<file path="src/rtl/serial_adder_pkg.sv">
// Shared types and limits for the bit-serial adder and its full-adder cell.
package serial_adder_pkg;

  localparam int unsigned MAX_WIDTH = 32;

  typedef enum logic [1:0] {
    IDLE = 2'd0,
    RUN  = 2'd1,
    DONE = 2'd2
  } state_e;

endpackage

</file>
<file path="src/rtl/serial_full_adder.sv">
// Combinational full-adder cell: two half adders chained, carries merged with an OR.
module serial_full_adder (
  input  logic x,
  input  logic y,
  input  logic cin,
  output logic s,
  output logic cout
);

  logic sum1, car1, car2;

  student_half_adder u_ha1 (
    .a     (x),
    .b     (y),
    .sum   (sum1),
    .carry (car1)
  );

  student_half_adder u_ha2 (
    .a     (sum1),
    .b     (cin),
    .sum   (s),
    .carry (car2)
  );

  assign cout = car1 | car2;

endmodule

</file>
<file path="src/rtl/student_half_adder.sv">
// One-bit half adder: the basic cell the full-adder is built from.
module student_half_adder (
  input  logic a,
  input  logic b,
  output logic sum,
  output logic carry
);

  assign sum   = a ^ b;
  assign carry = a & b;

endmodule

</file>
<file path="src/rtl/serial_adder.sv">
// Bit-serial adder: one operand bit per clock, LSB first, with a start/done handshake.
module serial_adder
  import serial_adder_pkg::*;
#(
  parameter int unsigned WIDTH = 16
) (
  input  logic             clk,
  input  logic             rst,
  input  logic             start,
  input  logic [WIDTH-1:0] a,
  input  logic [WIDTH-1:0] b,
  output logic             busy,
  output logic             done,
  output logic [WIDTH-1:0] sum,
  output logic             cout
);

  localparam int unsigned CntW = $clog2(WIDTH) + 1;
  localparam logic [CntW-1:0] LastCnt = CntW'(WIDTH - 1);

  state_e            state_q, state_d;
  logic [WIDTH-1:0]  ra_q, ra_d;
  logic [WIDTH-1:0]  rb_q, rb_d;
  logic [WIDTH-1:0]  sum_q, sum_d;
  logic              carry_q, carry_d;
  logic [CntW-1:0]   cnt_q, cnt_d;
  logic              load;
  logic              fa_s, fa_c;

  serial_full_adder u_fa (
    .x    (ra_q[0]),
    .y    (rb_q[0]),
    .cin  (carry_q),
    .s    (fa_s),
    .cout (fa_c)
  );

  always_comb begin
    state_d = state_q;
    ra_d    = ra_q;
    rb_d    = rb_q;
    sum_d   = sum_q;
    carry_d = carry_q;
    cnt_d   = cnt_q;
    load    = 1'b0;

    unique case (state_q)
      IDLE: load = start;
      RUN: begin
        ra_d    = {1'b0, ra_q[WIDTH-1:1]};
        rb_d    = {1'b0, rb_q[WIDTH-1:1]};
        sum_d   = {fa_s, sum_q[WIDTH-1:1]};
        carry_d = fa_c;
        cnt_d   = cnt_q + CntW'(1);
        if (cnt_q == LastCnt) state_d = DONE;
      end
      DONE: begin
        // A start in the done cycle is accepted for back-to-back throughput.
        load = start;
        if (!start) state_d = IDLE;
      end
      default: state_d = IDLE;
    endcase

    if (load) begin
      ra_d    = a;
      rb_d    = b;
      sum_d   = '0;
      carry_d = 1'b0;
      cnt_d   = '0;
      state_d = RUN;
    end
  end

  always_ff @(posedge clk) begin
    if (rst) begin
      state_q <= IDLE;
      ra_q    <= '0;
      rb_q    <= '0;
      sum_q   <= '0;
      carry_q <= 1'b0;
      cnt_q   <= '0;
    end else begin
      state_q <= state_d;
      ra_q    <= ra_d;
      rb_q    <= rb_d;
      sum_q   <= sum_d;
      carry_q <= carry_d;
      cnt_q   <= cnt_d;
    end
  end

  assign busy = (state_q == RUN);
  assign done = (state_q == DONE);
  assign sum  = sum_q;
  // carry holds its final value after RUN and is cleared on every accepted start.
  assign cout = carry_q;

endmodule
</file>
<file path="config.mk">
export PLATFORM = sky130hd
export DESIGN_NAME = serial_adder
export DESIGN_NICKNAME = d
export VERILOG_FILES = /design/src/rtl/serial_adder_pkg.sv /design/src/rtl/serial_full_adder.sv /design/src/rtl/student_half_adder.sv /design/src/rtl/serial_adder.sv
export SDC_FILE = /design/constraint.sdc
export NUM_CORES = 1
export LEC_CHECK = 0
export CAP_MARGIN = 20
export CORE_MARGIN = 2
export CORE_UTILIZATION = 23
export DETAILED_ROUTE_END_ITERATION = 10
export SLEW_MARGIN = 25
export SYNTH_ARGS = -nofsm -noshare
export SYNTH_HDL_FRONTEND = slang
export SYNTH_SLANG_ARGS = --single-unit
</file>
<file path="constraint.sdc">
create_clock -name clk -period 3.57 [get_ports clk]
set_input_delay 1.071 -clock clk [delete_from_list [all_inputs] [get_ports clk]]
set_output_delay 1.071 -clock clk [all_outputs]
set_load 0.01 [all_outputs]
</file>
Figure 1. Register map, names as in the netlist.
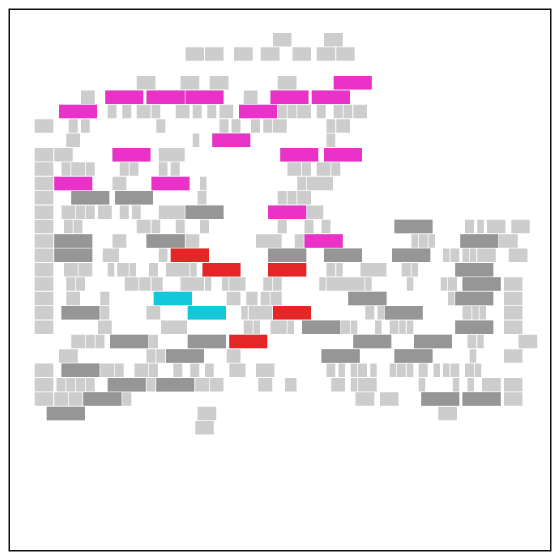
- state_q: cyan (placed flops 2)
- rb_q: magenta (placed flops 16)
- cnt_q: red (placed flops 5; where center)
- not colored: 33
area taken by flip-flops and latches: 0.00112 mm²
final cell utilization of the core: 31.4%
Seq/total area: 38.5%

Figure 2. Zoomed window.
Scale bar: 20 µm. Window x 1 to 51, y 1 to 51 µm. Cells in gray, sequential cells in the stronger gray; small squares are vias.
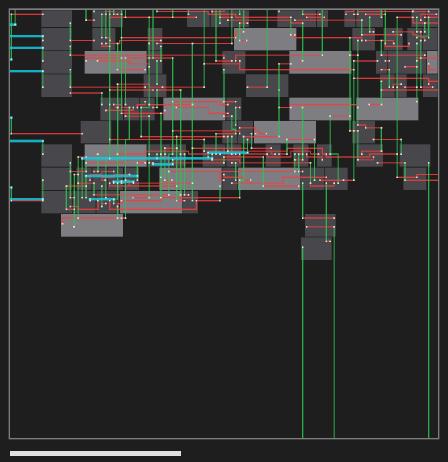
- metal 3: cyan
- metal 1: red
- metal 2: green
- most frequent: a21oi_1 (12), dfxtp_1 (12)
- netlist names of flops here include: ra_q (9), state_q (2)
- cells with their middle in the window: 75
- sequential cells in the window: 12

Figure 3. Cell classes on the final placement.
Fill, decap, tap and diode cells in gray.
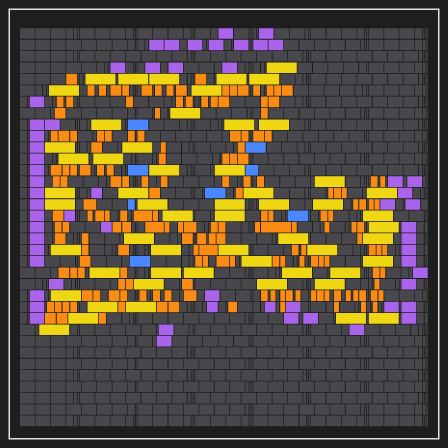
- remaining buffers and delay cells: purple (cells 58; share of their area 21%)
- sequential cells: yellow (cells 56; share of their area 41%)
- combinational and other logic: orange (cells 176; share of their area 35%)
- clock drivers and dummy loads: blue (cells 8; share of their area 3.5%)

Figure 4. Wiring heat map.
Scale bar: 20 µm. The die is cut into 20 by 20 equal tiles; black is low, pale yellow is high, scaled to the fullest tile. Values are wire area over tile area, all layers added.
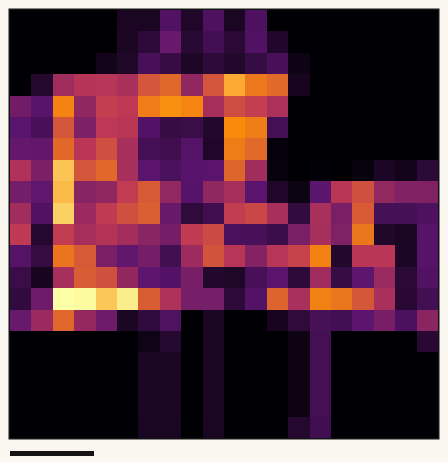
- fullest tile: 0.37
- tiles over half the peak: 14%
- nearly empty tiles: 36%
- emptiest ninth of the die: north-east

Figure 5. Cell outlines without signal wires.
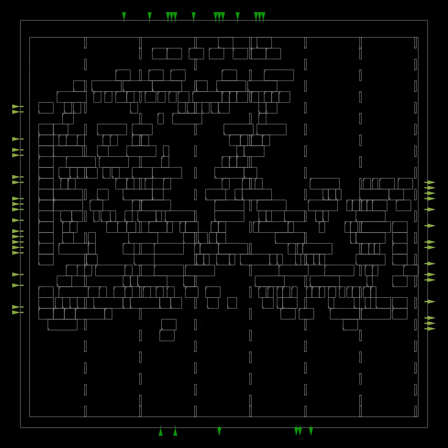
seq_cells: 56
floorplan row count: 35

==> flow_summary_export.csv <==
group,metric,value,unit
run_status,status,"completed",
clock_network,ctsHtreeMaxLevel,2,
floorplan,area_inside_the_core_boundary,0.00928,mm²
final_timing,worst_pin_slew,0.762,ns
worst_setup_path,reg2reg_depth,5,
clock_network,hold_buffers,0,
final_timing,final_hold_vios,0,
drt,initialDrtViolationCount,118,
synthesis,post-synth-top-area-fraction,50.6,%
final_timing,slew_viol_final,0,
worst_setup_path,path_delay_family,"buffers and inverters",
power,leakage,0.000969,µW
worst_setup_path,regToRegEndpoint,"ra_q[0]",
global_routing,grt_start_max_net_pins,54,
hold_path,min_path_type,"reg -> reg",
worst_setup_path,cp.depth,3,
final_timing,worst_max_slew_margin_expressed_relative_to_the_limit,49.1,%
drt,drt-wirelength-per-cell,12.1,µm
final_timing,finalCritPeriodShare,71.2,%
worst_setup_path,timing.setup.critical_path_class,"reg -> out",
hold_path,timing.hold.worst.start,"sum[0]",
global_routing,number_of_antenna_violations_at_the_first_check_in_global_routing,0,
layout,postLayoutCellArea,0.00291,mm²
placement,post_dp_cell_area,0.00282,mm²
layout,lay_top_cells,"sky130_fd_sc_hd__dfxtp_1 (56), sky130_fd_sc_hd__clkdlybuf4s50_1 (53), sky130_fd_sc_hd__a21oi_1 (51)",
clock_network,cts_resized,0,
drt,remaining_drc_errors,0,
synthesis,ys_seq_elements,56,
## sequential cells by signal, indices dropped and copies added, names as in the netlist
name and flops:
ra_q 16, rb_q 16, sum 16, cnt_q 5, state_q 2, cout 1
## per-stage QoR
step / hold slack [ns] / utilization (%) / instances / total power (µW) / setup WS, ns
detailed placement: 0.450 / 30.3 / 419 / 840 / 1.10
CTS: 0.465 / 31.4 / 427 / 1200 / 1.00
floorplan: 0.448 / - / 257 / 782 / 1.69
global placement: 0.448 / 30.3 / 419 / 838 / 1.12
global route: 0.489 / 31.4 / 427 / 1250 / 0.923
finish: 0.460 / 31.4 / 427 / 1190 / 1.03
## area by class of cell
cell class,instances,area (µm²),area share (%)
tap,129,161,5.54
clock inverter,2,13.8,0.473
multi-input combinational,173,952,32.7
inverter,3,13.8,0.473
timing repair buffer,58,568,19.5
clock buffer,6,82.6,2.84
sequential,56,1120,38.5
## layer usage
metal,track usage (%),up-vias,wire length [µm]
met5,0,-,0
met4,2.46,0,19
met1,14.1,895,2520
met2,14.9,59,2340
met3,2.60,2,269
li1,-,980,-
## logic make-up after synthesis
| group | share of synthesized area [%] |
|---|---|
| AND-OR/OR-AND | 22.7 |
| AND/OR/NAND/NOR | 17.2 |
| flip-flops | 50.6 |
| buffers and inverters | 6.72 |
| adder cells (fa/ha/maj) | 2.03 |
| XOR/XNOR | 0.790 |
## tightest hold or removal path: stages (launching register included)
cell and delay, ns:
sky130_fd_sc_hd__dfxtp_1 0.32, sky130_fd_sc_hd__nand2_1 0.05, sky130_fd_sc_hd__a21oi_1 0.05
## Yosys cell counts (all sizes together)
library cell and n:
fa 1, a211oi 1, clkbuf 5, a22oi 30
nor2b 1, nor2 3, and2b 1, and2 1
nand2b 2, and3 2, xor2 1, nand3b 1
or3 1, buf 20, nand3 33, inv 3
xnor2 1, dfxtp 56, ha 2, a21oi 51
o21ai 2, nand2 39
## how the worst max path moves through the flow
stage,endpoint,from,slack (ns)
after floorplan,busy,state_q[1],1.69
final,busy,state_q[0],1.03
after detailed placement,cnt_q[4],start,1.10
after global routing,busy,state_q[0],0.92
after global placement,cnt_q[4],start,1.12
after CTS,busy,state_q[0],1.00
## power by group
| part | internal, µW | switching (µW) |
|---|---|---|
| clock network | 159 | 204 |
| logic | 70.0 | 86.7 |
| registers | 653 | 16.2 |
Power is estimated from default activity; no workload was simulated.
